### Clock distribution

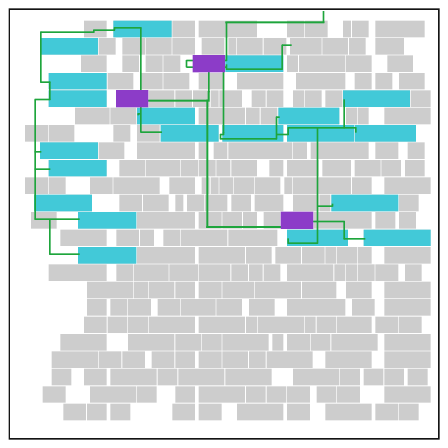
### Routed metal, one color a layer

The bar under the picture is 20 µm long.
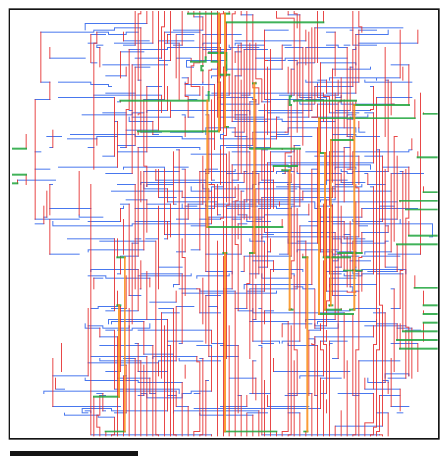
### I/O pins on the die edge

Pins as bars across the die edge, other pins in gray.
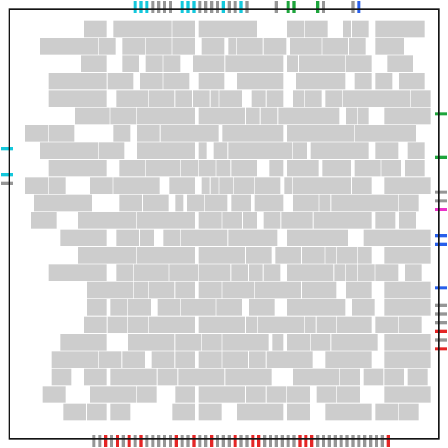
<file path="config.mk">
export PLATFORM = sky130hd
export DESIGN_NAME = rx_scan_ctrl_flat
export DESIGN_NICKNAME = d
export VERILOG_FILES = /design/src/rtl/rx_scan_ctrl_pkg.sv /design/src/rtl/rx_scan_ctrl_if.sv /design/src/rtl/rx_scan_ctrl_sat_cnt.sv /design/src/rtl/rx_scan_ctrl.sv /design/src/flat_wrapper.sv
export SDC_FILE = /design/constraint.sdc
export NUM_CORES = 1
export LEC_CHECK = 0
export CAP_MARGIN = 20
export CORE_UTILIZATION = 31
export DETAILED_ROUTE_END_ITERATION = 8
export GPL_TIMING_DRIVEN = 0
export PLACE_DENSITY = 0.81
export SETUP_SLACK_MARGIN = 0.3
export SLEW_MARGIN = 15
export SYNTH_ARGS = -nofsm -noshare
export SYNTH_HDL_FRONTEND = slang
export SYNTH_SLANG_ARGS = --single-unit
</file>
<file path="constraint.sdc">
create_clock -name clk -period 1.8 [get_ports clk]
set_input_delay 0.45 -clock clk [delete_from_list [all_inputs] [get_ports clk]]
set_output_delay 0.45 -clock clk [all_outputs]
set_load 0.1 [all_outputs]
</file>
<file path="src/rtl/rx_scan_ctrl_pkg.sv">
// Shared types and constants for the rx scan sequencer.
// KNIGHT_SCAN_EN selects the 16-direction walk (slides then knight jumps).
package rx_ctrl_pkg;

    localparam int PIECE_W_DEF = 10;
    localparam int MOVE_W_DEF  = 16;
    localparam int CNT_W_DEF   = 5;

    localparam logic [3:0] DIR_LAST_SLIDE  = 4'd7;
    localparam logic [3:0] DIR_LAST_KNIGHT = 4'd15;

`ifdef KNIGHT_SCAN_EN
    localparam int               DIR_W    = 4;
    localparam logic [DIR_W-1:0] DIR_LAST = DIR_LAST_KNIGHT;
`else
    // Without knight jumps the top direction bit never exists in the register.
    localparam int               DIR_W    = 3;
    localparam logic [DIR_W-1:0] DIR_LAST = DIR_LAST_SLIDE[DIR_W-1:0];
`endif

    localparam logic [DIR_W-1:0] DIR_ZERO = {DIR_W{1'b0}};
    localparam logic [DIR_W-1:0] DIR_ONE  = {{(DIR_W-1){1'b0}}, 1'b1};

    typedef enum logic [1:0] {
        ST_IDLE    = 2'd0,
        ST_COLLECT = 2'd1,
        ST_SCAN    = 2'd2,
        ST_DONE    = 2'd3
    } scan_state_e;

endpackage

</file>
<file path="src/rtl/rx_scan_ctrl_if.sv">
// Datapath-facing bundle of the scan sequencer: rx control, move-stack push and tx forward.
// master = sequencer side, slave = rx/stack/tx side.
interface rx_scan_ctrl_if
    import rx_ctrl_pkg::*;
#(
    parameter int PIECE_W = PIECE_W_DEF,
    parameter int MOVE_W  = MOVE_W_DEF
) ();

    logic               collect_pieces;
    logic [3:0]         direction_idx;
    logic [PIECE_W-1:0] dest_piece;
    logic               stack_push;
    logic [MOVE_W-1:0]  stack_data;
    logic               tx_valid;
    logic [PIECE_W-1:0] tx_piece;

    logic               rx_stack_write;
    logic [MOVE_W-1:0]  rx_formatted_move;
    logic               rx_tx_valid;
    logic [PIECE_W-1:0] rx_tx_piece;
    logic               stack_full;
    logic               tx_ready;

    modport master (
        output collect_pieces, direction_idx, dest_piece,
        output stack_push, stack_data, tx_valid, tx_piece,
        input  rx_stack_write, rx_formatted_move, rx_tx_valid, rx_tx_piece,
        input  stack_full, tx_ready
    );

    modport slave (
        input  collect_pieces, direction_idx, dest_piece,
        input  stack_push, stack_data, tx_valid, tx_piece,
        output rx_stack_write, rx_formatted_move, rx_tx_valid, rx_tx_piece,
        output stack_full, tx_ready
    );

endinterface

</file>
<file path="src/rtl/rx_scan_ctrl_sat_cnt.sv">
// Saturating up-counter with synchronous clear; holds at all-ones instead of wrapping.
module rx_scan_ctrl_sat_cnt #(
    parameter int W = 5
) (
    input  logic         clk,
    input  logic         rst,
    input  logic         clr,
    input  logic         inc,
    output logic [W-1:0] count
);

    localparam logic [W-1:0] CNT_MAX = {W{1'b1}};
    localparam logic [W-1:0] CNT_ONE = {{(W-1){1'b0}}, 1'b1};

    logic [W-1:0] cnt_r;

    // Count register: clear wins over increment, increment stops at the ceiling
    always_ff @(posedge clk or negedge rst) begin
        if (!rst) begin
            cnt_r <= {W{1'b0}};
        end else if (clr) begin
            cnt_r <= {W{1'b0}};
        end else if (inc && (cnt_r != CNT_MAX)) begin
            cnt_r <= cnt_r + CNT_ONE;
        end else begin
            cnt_r <= cnt_r;
        end
    end

    assign count = cnt_r;

endmodule

</file>
<file path="src/rtl/rx_scan_ctrl.sv">
// rx_scan_ctrl: per-square sequencer for the rx move-finding datapath.
// KNIGHT_SCAN_EN extends the direction walk from the 8 slides to the 8 knight jumps.
module rx_scan_ctrl
    import rx_ctrl_pkg::*;
#(
    parameter int PIECE_W = PIECE_W_DEF,
    parameter int MOVE_W  = MOVE_W_DEF,
    parameter int CNT_W   = CNT_W_DEF
) (
    input  logic               clk,
    input  logic               rst,
    input  logic               start,
    input  logic               abort,
    input  logic [PIECE_W-1:0] square_piece,
    rx_scan_ctrl_if.master     bus,
    output logic               busy,
    output logic               done,
    output logic [CNT_W-1:0]   move_count
);

    scan_state_e        state_r;
    scan_state_e        state_s;
    logic [DIR_W-1:0]   dir_r;
    logic [DIR_W-1:0]   dir_s;
    logic [PIECE_W-1:0] dest_r;
    logic               accept_s;
    logic               scan_s;
    logic               ok_stk_s;
    logic               ok_tx_s;
    logic               adv_s;
    logic               push_s;
    logic               txv_s;

    // State and direction registers
    always_ff @(posedge clk or negedge rst) begin
        if (!rst) begin
            state_r <= ST_IDLE;
            dir_r   <= DIR_ZERO;
        end else begin
            state_r <= state_s;
            dir_r   <= dir_s;
        end
    end

    // Square piece capture on an accepted start
    always_ff @(posedge clk or negedge rst) begin
        if (!rst) begin
            dest_r <= {PIECE_W{1'b0}};
        end else if (accept_s) begin
            dest_r <= square_piece;
        end else begin
            dest_r <= dest_r;
        end
    end

    // Next-state decode and handshake qualification; abort overrides every state
    always_comb begin
        state_s  = state_r;
        dir_s    = dir_r;
        accept_s = 1'b0;
        scan_s   = 1'b0;
        adv_s    = 1'b0;
        push_s   = 1'b0;
        txv_s    = 1'b0;
        ok_stk_s = !bus.rx_stack_write || !bus.stack_full;
        ok_tx_s  = !bus.rx_tx_valid || bus.tx_ready;
        if (abort) begin
            state_s = ST_IDLE;
            dir_s   = DIR_ZERO;
        end else begin
            case (state_r)
                ST_IDLE: begin
                    if (start) begin
                        accept_s = 1'b1;
                        state_s  = ST_COLLECT;
                    end else begin
                        state_s  = ST_IDLE;
                    end
                    dir_s = DIR_ZERO;
                end
                ST_COLLECT: begin
                    state_s = ST_SCAN;
                    dir_s   = DIR_ZERO;
                end
                ST_SCAN: begin
                    // tx_valid ignores tx_ready so the tx side never sees a combinational loop
                    scan_s = 1'b1;
                    adv_s  = ok_stk_s && ok_tx_s;
                    push_s = bus.rx_stack_write && adv_s;
                    txv_s  = bus.rx_tx_valid && ok_stk_s;
                    if (!adv_s) begin
                        dir_s = dir_r;
                    end else if (dir_r == DIR_LAST) begin
                        state_s = ST_DONE;
                        dir_s   = DIR_ZERO;
                    end else begin
                        dir_s = dir_r + DIR_ONE;
                    end
                end
                ST_DONE: begin
                    state_s = ST_IDLE;
                    dir_s   = DIR_ZERO;
                end
                default: begin
                    state_s = ST_IDLE;
                    dir_s   = DIR_ZERO;
                end
            endcase
        end
    end

`ifdef KNIGHT_SCAN_EN
    assign bus.direction_idx = dir_r;
`else
    assign bus.direction_idx = {1'b0, dir_r};
`endif

    assign bus.collect_pieces = (state_r == ST_COLLECT);
    assign bus.dest_piece     = dest_r;
    assign bus.stack_push     = push_s;
    assign bus.stack_data     = scan_s ? bus.rx_formatted_move : {MOVE_W{1'b0}};
    assign bus.tx_valid       = txv_s;
    assign bus.tx_piece       = scan_s ? bus.rx_tx_piece : {PIECE_W{1'b0}};
    assign busy               = (state_r != ST_IDLE);
    assign done               = (state_r == ST_DONE) && !abort;

    rx_scan_ctrl_sat_cnt #(
        .W (CNT_W)
    ) u_move_cnt (
        .clk   (clk),
        .rst   (rst),
        .clr   (accept_s),
        .inc   (push_s),
        .count (move_count)
    );

endmodule

</file>
<file path="src/flat_wrapper.sv">
// flat-port wrapper written by rule: the top's interface ports become plain ports
module rx_scan_ctrl_flat import rx_ctrl_pkg::*;
#(
    parameter int PIECE_W = PIECE_W_DEF,
    parameter int MOVE_W  = MOVE_W_DEF,
    parameter int CNT_W   = CNT_W_DEF
)
  (clk, rst, start, abort, square_piece, busy, done, move_count, bus_collect_pieces, bus_direction_idx, bus_dest_piece, bus_stack_push, bus_stack_data, bus_tx_valid, bus_tx_piece, bus_rx_stack_write, bus_rx_formatted_move, bus_rx_tx_valid, bus_rx_tx_piece, bus_stack_full, bus_tx_ready);
  rx_scan_ctrl_if #(.PIECE_W(PIECE_W), .MOVE_W(MOVE_W)) bus_i ();
  input  logic clk;
  input  logic rst;
  input  logic start;
  input  logic abort;
  input  logic [PIECE_W-1:0] square_piece;
  output logic busy;
  output logic done;
  output logic [CNT_W-1:0] move_count;
  output wire logic [$bits(bus_i.collect_pieces)-1:0] bus_collect_pieces;
  output wire logic [$bits(bus_i.direction_idx)-1:0] bus_direction_idx;
  output wire logic [$bits(bus_i.dest_piece)-1:0] bus_dest_piece;
  output wire logic [$bits(bus_i.stack_push)-1:0] bus_stack_push;
  output wire logic [$bits(bus_i.stack_data)-1:0] bus_stack_data;
  output wire logic [$bits(bus_i.tx_valid)-1:0] bus_tx_valid;
  output wire logic [$bits(bus_i.tx_piece)-1:0] bus_tx_piece;
  input wire logic [$bits(bus_i.rx_stack_write)-1:0] bus_rx_stack_write;
  input wire logic [$bits(bus_i.rx_formatted_move)-1:0] bus_rx_formatted_move;
  input wire logic [$bits(bus_i.rx_tx_valid)-1:0] bus_rx_tx_valid;
  input wire logic [$bits(bus_i.rx_tx_piece)-1:0] bus_rx_tx_piece;
  input wire logic [$bits(bus_i.stack_full)-1:0] bus_stack_full;
  input wire logic [$bits(bus_i.tx_ready)-1:0] bus_tx_ready;
  assign bus_collect_pieces = bus_i.collect_pieces;
  assign bus_direction_idx = bus_i.direction_idx;
  assign bus_dest_piece = bus_i.dest_piece;
  assign bus_stack_push = bus_i.stack_push;
  assign bus_stack_data = bus_i.stack_data;
  assign bus_tx_valid = bus_i.tx_valid;
  assign bus_tx_piece = bus_i.tx_piece;
  assign bus_i.rx_stack_write = bus_rx_stack_write;
  assign bus_i.rx_formatted_move = bus_rx_formatted_move;
  assign bus_i.rx_tx_valid = bus_rx_tx_valid;
  assign bus_i.rx_tx_piece = bus_rx_tx_piece;
  assign bus_i.stack_full = bus_stack_full;
  assign bus_i.tx_ready = bus_tx_ready;
  rx_scan_ctrl #(.PIECE_W(PIECE_W), .MOVE_W(MOVE_W), .CNT_W(CNT_W)) u_core (.clk(clk), .rst(rst), .start(start), .abort(abort), .square_piece(square_piece), .bus(bus_i), .busy(busy), .done(done), .move_count(move_count));
endmodule
</file>
==> results.txt <==
Results of an implementation run.

From the final report, the count of setup violators was given as 30. The warning count from the yosys run is 0. Nets still carrying antenna violations after routing amount to 0. The setup slack on the worst flop-to-flop path is 0.04 ns.

The synthesized design contains 20 register bits. The routed design shows a wire length per standard cell of 19.9 µm. The most crowded layer after global routing is met2. The final wirelength is 6000 µm. The origin of the critical flop-to-flop path is u_core.u_move_cnt.count[1]$_DFFE_PN0P_.

The run finished, with violations left. The net count of the finished layout is 305. Checking max transition, the worst relative margin is 39.2%.

After floorplanning, the core was sized to cover 4030 µm². The number of global-route vias before repair is 1471. Summing over the stages, the warning tally comes to 33. The final reports fail on setup timing. The post-placement worst setup slack is -1.40 ns. The final timing report gives a worst setup slack of -0.325 ns. For reference, the mux area share after synthesis is 12.6%. The number of top-level pins is 94. The largest fanout on the critical path is 5. The combinational cell area excluding buffers and inverters is 1030 µm².

The number of buffers inserted to repair setup after CTS is 15. The part of the Yosys area used for sequential elements is a little under two fifths. The area taken by flip-flops and latches is 520 µm². The share of post-route cells with drive strength above 1 is about 65%.

The layout has 205 filler cells. The worst setup path is launched from a flop. STA classifies the critical path endpoint as an output port. After detailed routing, the number of remaining DRC violations is 0.

The number of hold buffers added after CTS was 0. Total global-route track usage over all layers is 23.9%. The synthesized instance count is 127. Per the run report, area growth between synthesis and finish was 151%. The floorplan step set the die width to 66.9 µm. The chip occupies 4470 µm².

The final count of pins violating max slew is 0. The min-delay analysis places its worst path in the category in2async. The first-pass iteration count of the detailed router is 4. TritonCTS built the clock tree. Yosys mapped the design onto 30 distinct sky130hd cell types. After global routing the overflow that remains totals 0.

The highest clock frequency the design can meet is roughly 0.47 GHz.
## Picture notes: 'Clock distribution'
purple -> cells driving clock nets  # count 3
cyan -> flip-flops  # count 20
green -> clock wires  # length 270 µm
routed clock nets = 4
clock share of power: 7.2%
Setup Skew: 0.00651 ns
clock group total power: 0.351 mW
Worst-Skew Late Latency: 0.27 ns

## Picture notes: 'Routed metal, one color a layer'
orange -> met4  # wire length 314 µm
blue -> met1  # wire length 2200 µm
green -> met3  # wire length 225 µm
red -> met2  # wire length 3270 µm

## Picture notes: 'I/O pins on the die edge'
blue -> `bus_direction_idx`  # pins 4, direction output, edge 3 right, 1 top
red -> `bus_rx_formatted_move`  # pins 16, direction input, edge 14 bottom, 2 right
cyan -> `square_piece`  # pins 10, direction input, edge 8 top, 2 left
green -> `move_count`  # pins 5, direction output, edge 3 top, 2 right
magenta -> `bus_rx_stack_write`  # pins 1, direction input, edge right
all pins by edge = 51 bottom, 26 top, 14 right, 3 left
Die Y: 66.9 µm
PortBufs: 92

[cell usage after synthesis]
cell,count
sky130_fd_sc_hd__o31ai_1,3
sky130_fd_sc_hd__and3_2,1
sky130_fd_sc_hd__nor2b_1,1
sky130_fd_sc_hd__ha_1,9
sky130_fd_sc_hd__buf_4,2
sky130_fd_sc_hd__nand3b_4,1
sky130_fd_sc_hd__nand2b_1,6
sky130_fd_sc_hd__and2_1,27
sky130_fd_sc_hd__mux2_2,11
sky130_fd_sc_hd__nor2b_4,1
sky130_fd_sc_hd__a21oi_1,6
sky130_fd_sc_hd__buf_2,1
sky130_fd_sc_hd__buf_6,1
sky130_fd_sc_hd__dfrtp_1,20
sky130_fd_sc_hd__nand4bb_4,1
sky130_fd_sc_hd__conb_1,1
sky130_fd_sc_hd__nand2_1,4
sky130_fd_sc_hd__o21ai_0,3
sky130_fd_sc_hd__nand4_1,3
sky130_fd_sc_hd__or4_1,2
sky130_fd_sc_hd__nand3_1,2
sky130_fd_sc_hd__and3_1,1
sky130_fd_sc_hd__nand4b_1,1
sky130_fd_sc_hd__nor4_1,1
sky130_fd_sc_hd__inv_1,5
sky130_fd_sc_hd__and4bb_2,1
sky130_fd_sc_hd__clkbuf_1,2
sky130_fd_sc_hd__a31oi_1,1
sky130_fd_sc_hd__nor2_1,5
sky130_fd_sc_hd__mux2i_1,4
[how the worst max path moves through the flow]
| stage | depth (start not counted) | end |
|---|---|---|
| after floorplan | 5 | u_core.u_move_cnt.count[0]$_DFFE_PN0P_ |
| after global placement | 6 | bus_stack_data[2] |
| after detailed placement | 6 | bus_stack_data[2] |
| after CTS | 7 | bus_tx_piece[8] |
| after global routing | 8 | bus_tx_piece[2] |
| final | 8 | bus_tx_piece[3] |
[stage by stage]
stage	instance area [µm²]	utilization (%)	setup TNS, ns	hold WS, ns
2_1_floorplan	1510	-	-0.311	0.154
3_3_place_gp	2490	61.9	-42.79	0.487
3_5_place_dp	2490	61.9	-43.24	0.492
4_1_cts	3060	75.9	-6.49	0.504
5_1_grt	3280	81.4	-10.16	0.372
6_report	3280	81.4	-8.04	0.298
[final cells by class]
cell class	count	share of cell area [%]
inverters	5	0.992
flip-flops and latches	20	15.9
multi-input cells	97	31.3
clock buffers	4	1.68
plain buffers	6	2.29
well taps	50	1.91
repair buffers	119	45.9
[worst max-delay path, cell delays in order (launching register included)]
cell and delay (ns):
sky130_fd_sc_hd__dfrtp_1 0.41, sky130_fd_sc_hd__inv_2 0.09, sky130_fd_sc_hd__ha_4 0.15, sky130_fd_sc_hd__inv_4 0.05, sky130_fd_sc_hd__nor2_4 0.14, sky130_fd_sc_hd__buf_12 0.14
sky130_fd_sc_hd__buf_8 0.11, sky130_fd_sc_hd__and2_4 0.15, sky130_fd_sc_hd__buf_12 0.17
[sequential cells by signal, indices dropped and copies added, names as in the netlist]
signal / cells
u_core.state_r: 2
u_core.u_move_cnt.count: 5
u_core.bus.dest_piece: 10
u_core.dir_r: 3
[power breakdown]
group	total (mW)	switching, mW	leakage [nW]	internal, mW
combinational	3.82	2.42	1.12	1.40
sequential	0.688	0.0912	0.240	0.597
clock	0.351	0.156	0.0288	0.195
Power and IR drop assume default switching activity.
